M1 wires:
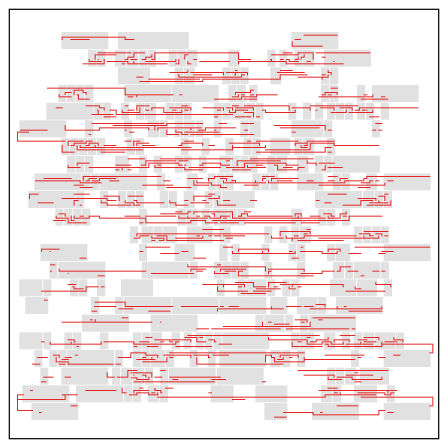
The metal 2 layer:
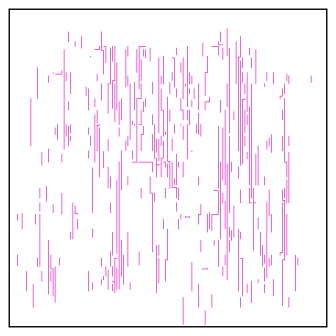
M3 wires:
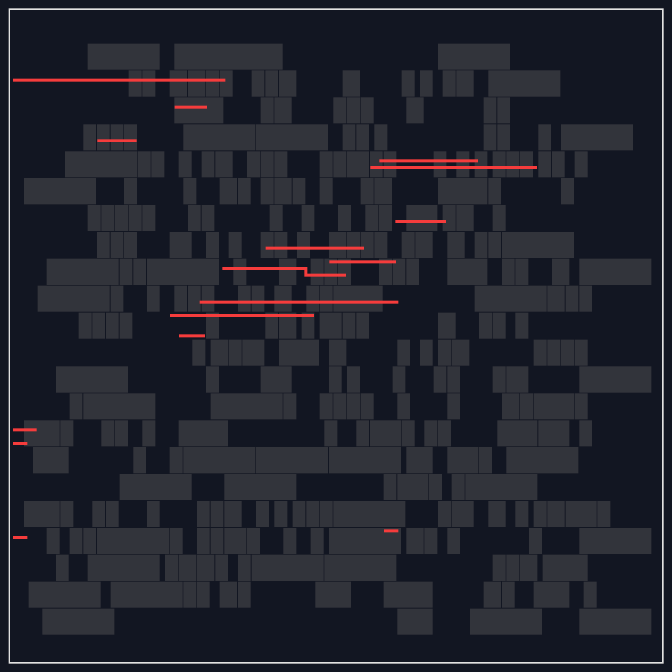
Sequential cells grouped by signal name:
Scale bar: 20 um.
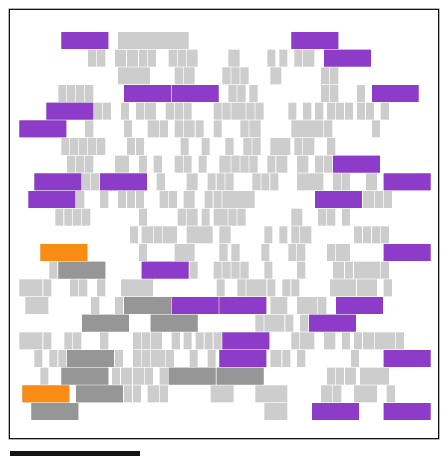
Design tick_ctrl, sky130hd; sources not shown.
==> job_summary.md <==
### Flow metrics

| Metric | Value |
|---|---|
| Overall Power | `617.2 uW` |
| # Cells Yosys | `289` |
| WS Path Type | `primary input to flip-flop` |
| FILL cells | `402` |
| Dominant cell area share | `0.4030` |
| Post-synth regs | `37` |
| Post-route DRC | `0` |
| Core box area | `3799 um^2` |
| Synthesized instance count | `~290` |
| Rows | `22` |
| Worst vdd ir | `between 0.00015 and 0.0002 V` |
| Late-Pin Clk Latency | `~290 ps` |
| Global-route wire length before repair | `6548 um` |
| Post-CTS Resized | `0` |
| Outcome | `finished clean` |
| Logic area | `908.4 um^2` |
| WL/cell | `10.23 um` |
| Yosys warnings | `0` |
| Pleak | `0.8705 nW` |
| CTS buffer count | `5` |
| Post-CTS Setup Inserts | `0` |
| Cell area after synthesis | `1838 um^2` |
| Post-DRT Antenna Nets | `0` |
| Worst r2r path cells | `8` |
| Most common reg cell | `dfxtp_1` |
| Log Warnings | `26` |
About 'M1 wires':
main direction	horizontal
nets with wire on the layer	284
GR Layer Usage met1: 0.2857
WL final: 3550 um
DR vias: 1571

About 'the metal 2 layer':
longest straight run	26.5 um
main direction	vertical
nets with wire on the layer	210
grt met2 use: 0.2832

About 'M3 wires':
wire length on this layer	130 um
main direction	horizontal
nets with wire on the layer	11
share of all routed wire	3.7%
met3 usage: 0.04138

About 'sequential cells grouped by signal name':
netlist name	colour	placed flops
sync1	orange	2
prescaler	purple	25
not coloured	10
utilization after layout: 0.5359
Flop+latch power: 321 uW

## layout make-up
type                    instances  share of cell area
clock inverters                 2             0.01905
multi-input cells             205              0.4462
well taps                      48             0.02950
clock buffers                   6             0.03565
flip-flops and latches         37              0.3639
inverters                      44             0.08113
repair buffers                  5             0.02459
## where the power goes
part / switching (mW) / leakage, nW / internal (mW)
Combinational: 0.0129 / 0.516 / 0.00668
Clock: 0.115 / 0.0554 / 0.161
Sequential: 0.00133 / 0.299 / 0.320
Total: 0.130 / 0.871 / 0.488
## metal layers
| metal | track usage | vias to the layer above | routed length [um] |
|---|---|---|---|
| met2 | 0.2832 | 23 | 1399 |
| met3 | 0.04138 | 7 | 129 |
| li1 | - | 888 | - |
| met5 | 0 | - | 0 |
| met4 | 0.1060 | 0 | 70 |
| met1 | 0.2857 | 653 | 1950 |
## cell families after synthesis
logic type,count (synthesis)
buffers and inverters,47
muxes,1
DFF,37
adders and majority gates,1
xor gates and xnor gates,6
AOI/OAI and AO/OA,10
and+or+nand+nor,187
## critical path: stages
cell and delay, ps:
clkdlybuf4s50_1 590, inv_2 70, a21oi_1 120, nand2_1 90, nand2_2 100, inv_2 70, nor2_4 340, nand2_1 90
nor2_1 100
## layout by cell type (no fill, tap or decap)
master           count
clkdlybuf4s50_1      5
nor2_2               2
inv_1               42
bufinv_16            1
nand4_1              4
nor2_1              71
clkinv_4             1
nand3_1             23
nand2_4              1
ha_1                 1
clkbuf_1             1
nand2_1             80
o21bai_1             1
inv_2                2
mux2i_1              1
a21oi_1              7
o21ai_0              2
nand2_2              1
clkbuf_8             5
xor2_1               3
xnor2_1              3
dfxtp_1             37
nor3_1               2
nor2_4               3
Power figures rest on the tool's default switching activity, not on a simulated workload.
